Figure 1. Signal wires on met1.
Bar = 20 um.
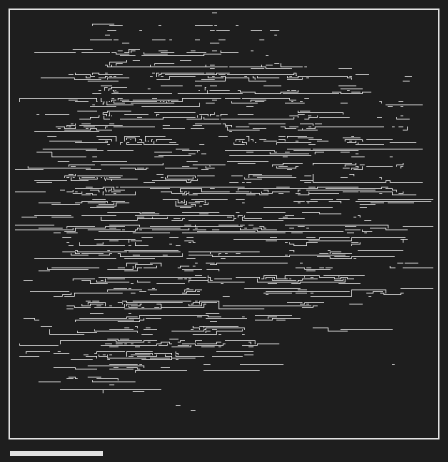
Figure 2. Cell density map.
Bar = 20 um. 9 x 9 tiles, from black (low) to pale yellow (high), 0 to 100% covered.
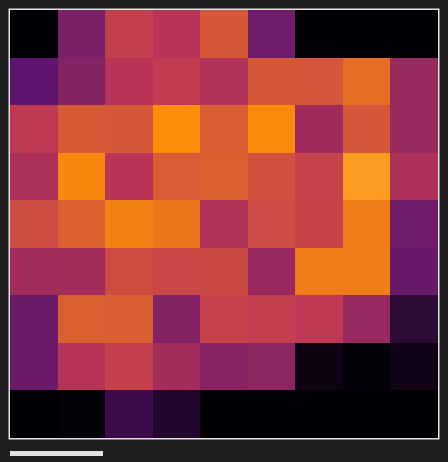
Figure 3. Metal 2.
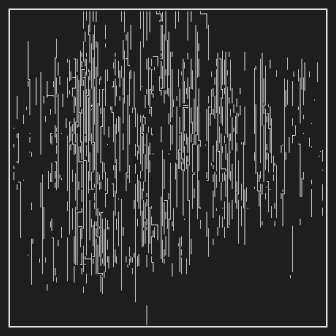
Figure 4. Routed metal per tile.
Bar = 20 um. 18 x 18 tiles, from black (low) to pale yellow (high), scaled to the fullest tile. Values are wire area over tile area, all layers added.
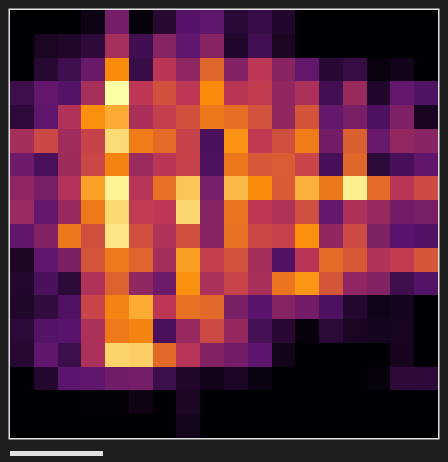
## config.mk

```make
export PLATFORM = sky130hd
export DESIGN_NAME = tron_trail_arbiter_flat
export DESIGN_NICKNAME = d
export VERILOG_FILES = /design/src/rtl/tron_pkg.sv /design/src/rtl/tron_trail_arbiter_if.sv /design/src/rtl/tron_rr_arb2.sv /design/src/rtl/tron_trail_arbiter.sv /design/src/flat_wrapper.sv
export SDC_FILE = /design/constraint.sdc
export NUM_CORES = 1
export LEC_CHECK = 0
export CAP_MARGIN = 30
export CORE_MARGIN = 1.5
export CORE_UTILIZATION = 36
export CTS_CLUSTER_DIAMETER = 80
export DETAILED_ROUTE_END_ITERATION = 12
export PLACE_DENSITY = 0.63
export SYNTH_ARGS = -nofsm -noshare
export SYNTH_HDL_FRONTEND = slang
export SYNTH_SLANG_ARGS = --single-unit
```

## constraint.sdc

```tcl
create_clock -name clk -period 5.1 [get_ports clk]
set_clock_uncertainty 0.2 [all_clocks]
set_input_delay 1.02 -clock clk [delete_from_list [all_inputs] [get_ports clk]]
set_output_delay 1.02 -clock clk [all_outputs]
set_load 0.05 [all_outputs]
```

## src/rtl/tron_pkg.sv

```systemverilog
// Shared types and constants for the tron trail arbiter.
// Cell codes stored in the grid RAM, default grid size and the arbiter FSM states.
package tron_pkg;

    localparam int TRON_GRID_W = 160;
    localparam int TRON_GRID_H = 120;

    localparam logic [1:0] CELL_EMPTY = 2'd0;
    localparam logic [1:0] CELL_P1    = 2'd1;
    localparam logic [1:0] CELL_P2    = 2'd2;
    localparam logic [1:0] CELL_WALL  = 2'd3;

    typedef enum logic [2:0] {
        IDLE  = 3'd0,
        CLEAR = 3'd1,
        RD    = 3'd2,
        CHK   = 3'd3,
        WR    = 3'd4
    } arb_state_t;

endpackage

```

## src/rtl/tron_trail_arbiter_if.sv

```systemverilog
// Bus between the trail arbiter, the two player motion units and the grid RAM.
//
// Handshake: a player raises pN_req together with pN_addr and holds both
// unchanged until pN_gnt pulses for one cycle; the transaction is complete
// in that cycle and req may drop afterwards. clr_start is a one-cycle pulse
// with no acknowledge; clr_busy reports the clear in progress. The RAM side
// has no handshake: mem_rdata is valid one cycle after mem_addr.
interface tron_trail_arbiter_if #(
    parameter int ADDR_W  = 15,
    parameter int COLOR_W = 2
);
    logic               clr_start;
    logic               clr_busy;
    logic               p1_req;
    logic [ADDR_W-1:0]  p1_addr;
    logic               p1_gnt;
    logic               p1_crash;
    logic               p2_req;
    logic [ADDR_W-1:0]  p2_addr;
    logic               p2_gnt;
    logic               p2_crash;
    logic [ADDR_W-1:0]  mem_addr;
    logic               mem_we;
    logic [COLOR_W-1:0] mem_wdata;
    logic [COLOR_W-1:0] mem_rdata;

    // Motion units, round control and the RAM as seen from outside the arbiter
    modport master (
        output clr_start, p1_req, p1_addr, p2_req, p2_addr, mem_rdata,
        input  clr_busy, p1_gnt, p1_crash, p2_gnt, p2_crash,
               mem_addr, mem_we, mem_wdata
    );

    // The arbiter itself
    modport slave (
        input  clr_start, p1_req, p1_addr, p2_req, p2_addr, mem_rdata,
        output clr_busy, p1_gnt, p1_crash, p2_gnt, p2_crash,
               mem_addr, mem_we, mem_wdata
    );
endinterface

```

## src/rtl/tron_rr_arb2.sv

```systemverilog
// Two-way round-robin arbiter. Bit 0 is player 1, bit 1 is player 2.
// The player served last loses the next tie; after reset P2 counts as
// last served so P1 wins the first tie.
module tron_rr_arb2 (
    input  logic       clk,
    input  logic       reset_n,
    input  logic [1:0] req,
    input  logic       advance,
    output logic [1:0] gnt_onehot
);
    logic last_p2;

    // Pick a single winner from the current requests
    always_comb begin
        gnt_onehot = 2'b00;
        case (req)
            2'b01:   gnt_onehot = 2'b01;
            2'b10:   gnt_onehot = 2'b10;
            2'b11:   gnt_onehot = last_p2 ? 2'b01 : 2'b10;
            default: gnt_onehot = 2'b00;
        endcase
    end

    // Remember who was served when the owner reports completion
    always_ff @(posedge clk or negedge reset_n) begin
        if (!reset_n) begin
            last_p2 <= 1'b1;
        end else if (advance && (gnt_onehot != 2'b00)) begin
            last_p2 <= gnt_onehot[1];
        end
    end
endmodule

```

## src/rtl/tron_trail_arbiter.sv

```systemverilog
// Trail grid RAM port owner: serialises player trail writes with a
// read-check-write sequence that flags collisions, and clears the grid at
// round start.
// Optional feature: define TRON_BORDER_WALL_EN to make the clear paint the
// outer ring of the grid with WALL cells instead of EMPTY.
// GRID_W*GRID_H must fit in ADDR_W address bits.
module tron_trail_arbiter
    import tron_pkg::*;
#(
    parameter int GRID_W  = TRON_GRID_W,
    parameter int GRID_H  = TRON_GRID_H,
    parameter int ADDR_W  = 15,
    parameter int COLOR_W = 2
) (
    input  logic                clk,
    input  logic                reset_n,
    tron_trail_arbiter_if.slave bus,
    output arb_state_t          dbg_state
);

    localparam int                  NUM_CELLS = GRID_W * GRID_H;
    localparam logic [ADDR_W-1:0]   LAST_CELL = ADDR_W'(NUM_CELLS - 1);
    localparam logic [COLOR_W-1:0]  C_EMPTY   = COLOR_W'(CELL_EMPTY);
    localparam logic [COLOR_W-1:0]  C_P1      = COLOR_W'(CELL_P1);
    localparam logic [COLOR_W-1:0]  C_P2      = COLOR_W'(CELL_P2);

    arb_state_t          state;
    logic [1:0]          win;        // player(s) owning the current transaction
    logic                head_on;    // both players aimed at the same cell
    logic [ADDR_W-1:0]   addr_q;
    logic                we_q;
    logic [COLOR_W-1:0]  wdata_q;
    logic                p1_gnt_q;
    logic                p2_gnt_q;
    logic                p1_crash_q;
    logic                p2_crash_q;
    logic                clr_busy_q;
    logic [ADDR_W-1:0]   clr_cnt;    // cell currently being cleared

    logic [1:0]          arb_req;
    logic [1:0]          arb_gnt;
    logic                arb_adv;
    logic                hit;
    logic                clr_step;
    logic                abort_wr;
    logic [COLOR_W-1:0]  first_code;
    logic [COLOR_W-1:0]  next_code;

    // While a transaction is in flight the arbiter only sees the winner, so
    // its grant in WR names exactly the player being completed.
    assign arb_req  = (state == IDLE) ? {bus.p2_req, bus.p1_req} : win;
    // A head-on serves both players at once, so fairness is left untouched.
    assign arb_adv  = (state == WR) && !head_on && !bus.clr_start;
    assign hit      = head_on || (bus.mem_rdata != '0);
    assign clr_step = (state == CLEAR) && !bus.clr_start && (clr_cnt != LAST_CELL);
    // Outputs are registered; a clear arriving in WR masks the already
    // registered write and grants so the transaction leaves no trace.
    assign abort_wr = (state == WR) && bus.clr_start;

    tron_rr_arb2 u_rr (
        .clk        (clk),
        .reset_n    (reset_n),
        .req        (arb_req),
        .advance    (arb_adv),
        .gnt_onehot (arb_gnt)
    );

`ifdef TRON_BORDER_WALL_EN
    localparam int                 COL_W  = $clog2(GRID_W);
    localparam int                 ROW_W  = $clog2(GRID_H);
    localparam logic [COLOR_W-1:0] C_WALL = COLOR_W'(CELL_WALL);

    logic [COL_W-1:0] clr_col;
    logic [COL_W-1:0] nxt_col;
    logic [ROW_W-1:0] clr_row;
    logic [ROW_W-1:0] nxt_row;

    // Coordinates of the cell the clear writes next
    always_comb begin
        nxt_col = clr_col + 1'b1;
        nxt_row = clr_row;
        if (clr_col == COL_W'(GRID_W - 1)) begin
            nxt_col = '0;
            nxt_row = clr_row + 1'b1;
        end
    end

    // Row/column of the cell on the bus, kept in step with clr_cnt
    always_ff @(posedge clk or negedge reset_n) begin
        if (!reset_n) begin
            clr_col <= '0;
            clr_row <= '0;
        end else if (bus.clr_start) begin
            clr_col <= '0;
            clr_row <= '0;
        end else if (clr_step) begin
            clr_col <= nxt_col;
            clr_row <= nxt_row;
        end
    end

    assign first_code = C_WALL;
    assign next_code  = ((nxt_row == '0) || (nxt_row == ROW_W'(GRID_H - 1)) ||
                         (nxt_col == '0) || (nxt_col == COL_W'(GRID_W - 1))) ? C_WALL : C_EMPTY;
`else
    assign first_code = C_EMPTY;
    assign next_code  = C_EMPTY;
`endif

    // Main FSM: clear sequence and read-check-write transactions
    always_ff @(posedge clk or negedge reset_n) begin
        if (!reset_n) begin
            state      <= IDLE;
            win        <= 2'b00;
            head_on    <= 1'b0;
            addr_q     <= '0;
            we_q       <= 1'b0;
            wdata_q    <= '0;
            p1_gnt_q   <= 1'b0;
            p2_gnt_q   <= 1'b0;
            p1_crash_q <= 1'b0;
            p2_crash_q <= 1'b0;
            clr_busy_q <= 1'b0;
            clr_cnt    <= '0;
        end else begin
            p1_gnt_q <= 1'b0;
            p2_gnt_q <= 1'b0;
            if (bus.clr_start) begin
                // Clear wins from any state and restarts from cell 0
                state      <= CLEAR;
                win        <= 2'b00;
                head_on    <= 1'b0;
                clr_busy_q <= 1'b1;
                clr_cnt    <= '0;
                addr_q     <= '0;
                we_q       <= 1'b1;
                wdata_q    <= first_code;
                p1_crash_q <= 1'b0;
                p2_crash_q <= 1'b0;
            end else begin
                case (state)
                    IDLE: begin
                        we_q    <= 1'b0;
                        wdata_q <= '0;
                        if (arb_gnt != 2'b00) begin
                            state <= RD;
                            if (bus.p1_req && bus.p2_req && (bus.p1_addr == bus.p2_addr)) begin
                                head_on <= 1'b1;
                                win     <= 2'b11;
                            end else begin
                                head_on <= 1'b0;
                                win     <= arb_gnt;
                            end
                            addr_q <= arb_gnt[0] ? bus.p1_addr : bus.p2_addr;
                        end else begin
                            addr_q <= '0;
                        end
                    end
                    RD: begin
                        state <= CHK;
                    end
                    CHK: begin
                        state      <= WR;
                        p1_crash_q <= p1_crash_q | (hit & win[0]);
                        p2_crash_q <= p2_crash_q | (hit & win[1]);
                        we_q       <= !hit;
                        wdata_q    <= hit ? C_EMPTY : (win[0] ? C_P1 : C_P2);
                        p1_gnt_q   <= win[0];
                        p2_gnt_q   <= win[1];
                    end
                    WR: begin
                        state   <= IDLE;
                        win     <= 2'b00;
                        head_on <= 1'b0;
                        addr_q  <= '0;
                        we_q    <= 1'b0;
                        wdata_q <= '0;
                    end
                    CLEAR: begin
                        if (clr_cnt == LAST_CELL) begin
                            state      <= IDLE;
                            clr_busy_q <= 1'b0;
                            addr_q     <= '0;
                            we_q       <= 1'b0;
                            wdata_q    <= '0;
                        end else begin
                            clr_cnt <= clr_cnt + 1'b1;
                            addr_q  <= clr_cnt + 1'b1;
                            wdata_q <= next_code;
                        end
                    end
                    default: begin
                        state <= IDLE;
                    end
                endcase
            end
        end
    end

    assign bus.mem_addr  = addr_q;
    assign bus.mem_we    = we_q && !abort_wr;
    assign bus.mem_wdata = abort_wr ? '0 : wdata_q;
    assign bus.p1_gnt    = p1_gnt_q && !abort_wr;
    assign bus.p2_gnt    = p2_gnt_q && !abort_wr;
    assign bus.p1_crash  = p1_crash_q;
    assign bus.p2_crash  = p2_crash_q;
    assign bus.clr_busy  = clr_busy_q;
    assign dbg_state     = state;

endmodule
```

## src/flat_wrapper.sv

```systemverilog
// flat-port wrapper written by rule: the top's interface ports become plain ports
module tron_trail_arbiter_flat import tron_pkg::*;
#(
    parameter int GRID_W  = TRON_GRID_W,
    parameter int GRID_H  = TRON_GRID_H,
    parameter int ADDR_W  = 15,
    parameter int COLOR_W = 2
)
  (clk, reset_n, dbg_state, bus_clr_start, bus_p1_req, bus_p1_addr, bus_p2_req, bus_p2_addr, bus_mem_rdata, bus_clr_busy, bus_p1_gnt, bus_p1_crash, bus_p2_gnt, bus_p2_crash, bus_mem_addr, bus_mem_we, bus_mem_wdata);
  tron_trail_arbiter_if #(.ADDR_W(ADDR_W), .COLOR_W(COLOR_W)) bus_i ();
  input  logic clk;
  input  logic reset_n;
  output arb_state_t dbg_state;
  input wire logic [$bits(bus_i.clr_start)-1:0] bus_clr_start;
  input wire logic [$bits(bus_i.p1_req)-1:0] bus_p1_req;
  input wire logic [$bits(bus_i.p1_addr)-1:0] bus_p1_addr;
  input wire logic [$bits(bus_i.p2_req)-1:0] bus_p2_req;
  input wire logic [$bits(bus_i.p2_addr)-1:0] bus_p2_addr;
  input wire logic [$bits(bus_i.mem_rdata)-1:0] bus_mem_rdata;
  output wire logic [$bits(bus_i.clr_busy)-1:0] bus_clr_busy;
  output wire logic [$bits(bus_i.p1_gnt)-1:0] bus_p1_gnt;
  output wire logic [$bits(bus_i.p1_crash)-1:0] bus_p1_crash;
  output wire logic [$bits(bus_i.p2_gnt)-1:0] bus_p2_gnt;
  output wire logic [$bits(bus_i.p2_crash)-1:0] bus_p2_crash;
  output wire logic [$bits(bus_i.mem_addr)-1:0] bus_mem_addr;
  output wire logic [$bits(bus_i.mem_we)-1:0] bus_mem_we;
  output wire logic [$bits(bus_i.mem_wdata)-1:0] bus_mem_wdata;
  assign bus_i.clr_start = bus_clr_start;
  assign bus_i.p1_req = bus_p1_req;
  assign bus_i.p1_addr = bus_p1_addr;
  assign bus_i.p2_req = bus_p2_req;
  assign bus_i.p2_addr = bus_p2_addr;
  assign bus_i.mem_rdata = bus_mem_rdata;
  assign bus_clr_busy = bus_i.clr_busy;
  assign bus_p1_gnt = bus_i.p1_gnt;
  assign bus_p1_crash = bus_i.p1_crash;
  assign bus_p2_gnt = bus_i.p2_gnt;
  assign bus_p2_crash = bus_i.p2_crash;
  assign bus_mem_addr = bus_i.mem_addr;
  assign bus_mem_we = bus_i.mem_we;
  assign bus_mem_wdata = bus_i.mem_wdata;
  tron_trail_arbiter #(.GRID_W(GRID_W), .GRID_H(GRID_H), .ADDR_W(ADDR_W), .COLOR_W(COLOR_W)) u_core (.clk(clk), .reset_n(reset_n), .bus(bus_i), .dbg_state(dbg_state));
endmodule
```

==> flow_summary.json <==
{
  "outcome": "completed",
  "worst_slew_pin_slew_ns": 0.848,
  "slew_viol_final": 0,
  "postRouteAntennaNets": 0,
  "ctsHoldBuffers": 0,
  "edf_count": 0,
  "p_comb_uw": 85.7,
  "crit_type": "input port to output port",
  "io_pins": 63,
  "yosys-stat-area_um2": 2850,
  "cellLeakagePower_nw": 1.46,
  "grt_pass1_wl_mm": 12.9,
  "placed_area_um2": 3520,
  "topCellsByArea": "dfrtp_1, xor2_1, a221oi_1",
  "ff_type": "dfrtp_1",
  "power_leader": "sequential cells",
  "routed-wl-met3_um": 494,
  "yosysCellCount": 320,
  "seq_power_share_pct": 49.5,
  "hold_ws_ns": 0.277,
  "switching_share_pct": 24.0,
  "powerDensity_nw_per_um2": 203,
  "hpwl_mm": 5.56,
  "dr.max_layer_used": "met4",
  "area_growth_syn_to_layout_pct": 27.8,
  "maxSlewHeadroom_pct": 43.5,
  "maxCapViolations": 0,
  "clk_pin_slew_ns": 0.09,
  "crit_top_cell": "clkdlybuf4s50_1",
  "numCtsBuffers": 5,
  "route.detailed.drc": 0,
  "die_area_um2": 8450,
  "max_freq_mhz": 264,
  "syn_area_per_cell_um2": 8.90,
  "synthArstFlopShare_pct": 100,
  "clock_path_buffers": 2,
  "pg_seq_uw": 366,
  "fillCellCount": 786,
  "synth_area_um2": 2850,
  "layout_top_cell": "clkdlybuf4s50_1",
  "cp_slowest_cell": "clkdlybuf4s50_1",
  "cts-root-buf": "clkbuf_8",
  "cts_sinks": 45,
  "grt.overflow.total": 0,
  "fin_crit_ns": 3.79,
  "syn_inst": 320,
  "setup_violations": 0,
  "tns_ns": 0,
  "hp-class": "flip-flop to flip-flop",
  "use_met3_pct": 3.57,
  "top_usage_layer": "met2",
  "htreeDepth": 2,
  "ir_drop_uv": 107,
  "drive_gt1_share_pct": 5.68,
  "nNetsFinal": 407,
  "placed_cells": 464,
  "final_cell_mix": "clkdlybuf4s50_1, dfrtp_1, xor2_1",
  "cpPeakStageDelay_ns": 0.81,
  "cp_max_fo": 5,
  "warnings": 26,
  "cp-start-kind": "input port",
  "rsz0062_at_grt": "false",
  "worst_ep_required_time_ns": 3.88,
  "port_buffers": 62,
  "fin_ws_ns": 1.31,
  "place_congestion": 0.854,
  "grt_max_degree": 35,
  "total_power_uw": 740,
  "yosys_warnings": 0,
  "top_area_share_pct": 38.7,
  "pwr-share-comb_pct": 11.6,
  "ys_seq_share_pct": 39.6,
  "wl_met1_mm": 3.54,
  "clock.latency.late_pin_ns": 0.30,
  "period_used_pct": 74.4,
  "antenna_found_initial": 0,
  "top_area_cell": "dfrtp_1",
  "grt_pass1_vias": 2502,
  "clock_power_uw": 288
}
About Figure 1:
share of all routed wire: 45%
main direction: horizontal
grt met1 use: 26.9%
drt total wl: 7.81 mm
via count: 2,658

About Figure 2:
fullest tile: 79%
tiles over 75% full: 1.2%
emptiest ninth of the die: bottom right
Core ar.: 7690 um2
Core Util, Final: 47.3%
Initial Util: 37.0%

About Figure 3:
nets with wire on the layer: 340
share of all routed wire: 48%
longest straight run: 43.2 um
met2 Use GR: 29.9%

About Figure 4:
densest ninth of the die: middle
fullest tile: 0.45
tiles over half the peak: 28%
nearly empty tiles: 20%
emptiest ninth of the die: bottom right
drt wl/cell: 16.6 um
gr usage total: 19.0%

critical path, delay by kind of cell:
| family | cells | cell delay, ns |
|---|---|---|
| buffers and inverters | 2 | 1.22 |
| AND/OR/NAND/NOR | 2 | 0.33 |
area by class of cell:
class	instances	area, um2	area share [%]
Clock inverter	2	37.5	1.03
Clock buffer	6	82.6	2.27
Inverter	4	15.0	0.413
Tap cell	102	128	3.51
Timing Repair Buffer	67	666	18.3
Multi-Input combinational cell	246	1580	43.5
Sequential cell	45	1130	31.0
kinds of logic (layout without fill, tap and decap cells):
group | after synthesis | in the layout | synth area share, %
fa+ha+maj | 1 | 1 | 0.439
mux | 5 | 5 | 1.85
compound gates | 69 | 69 | 17.8
xor+xnor | 41 | 41 | 12.6
simple gates | 130 | 130 | 22.9
buf+inv | 29 | 79 | 4.79
flops | 45 | 45 | 39.6
sequential cells by signal, summed over array words and instances (netlist names), 2 cells and up:
name,cells
u_core.clr_cnt,15
u_core.dbg_state,3
u_core.wdata_q,2
u_core.bus.mem_addr,15
u_core.win,2
worst paths after layout:
| check | from | endpoint | depth (start not counted) |
|---|---|---|---|
| max | bus_clr_start | bus_p1_gnt | 4 |
| min | u_core.wdata_q[0] | u_core.wdata_q[0] | 2 |
| max reg2reg | u_core.clr_cnt[0] | u_core.bus.mem_addr[12] | 6 |
| min reg2reg | u_core.wdata_q[0] | u_core.wdata_q[0] | 2 |
| max in group asynchronous | reset_n | u_core.u_rr.last_p2 | 2 |
| min in group asynchronous | reset_n | u_core.dbg_state[2] | 1 |
Yosys cell counts (all sizes together), types with 7 or more instances:
library cell  instances
dfrtp                44
nand2                32
buf                   9
a221oi               14
o21ai                 7
a222oi                8
nor3                  7
a21oi                20
nor2                 30
nor4                  7
xor2                 35
nand4                 7
nand3                21
clkbuf               16
Power figures rest on the tool's default switching activity, not on a simulated workload.
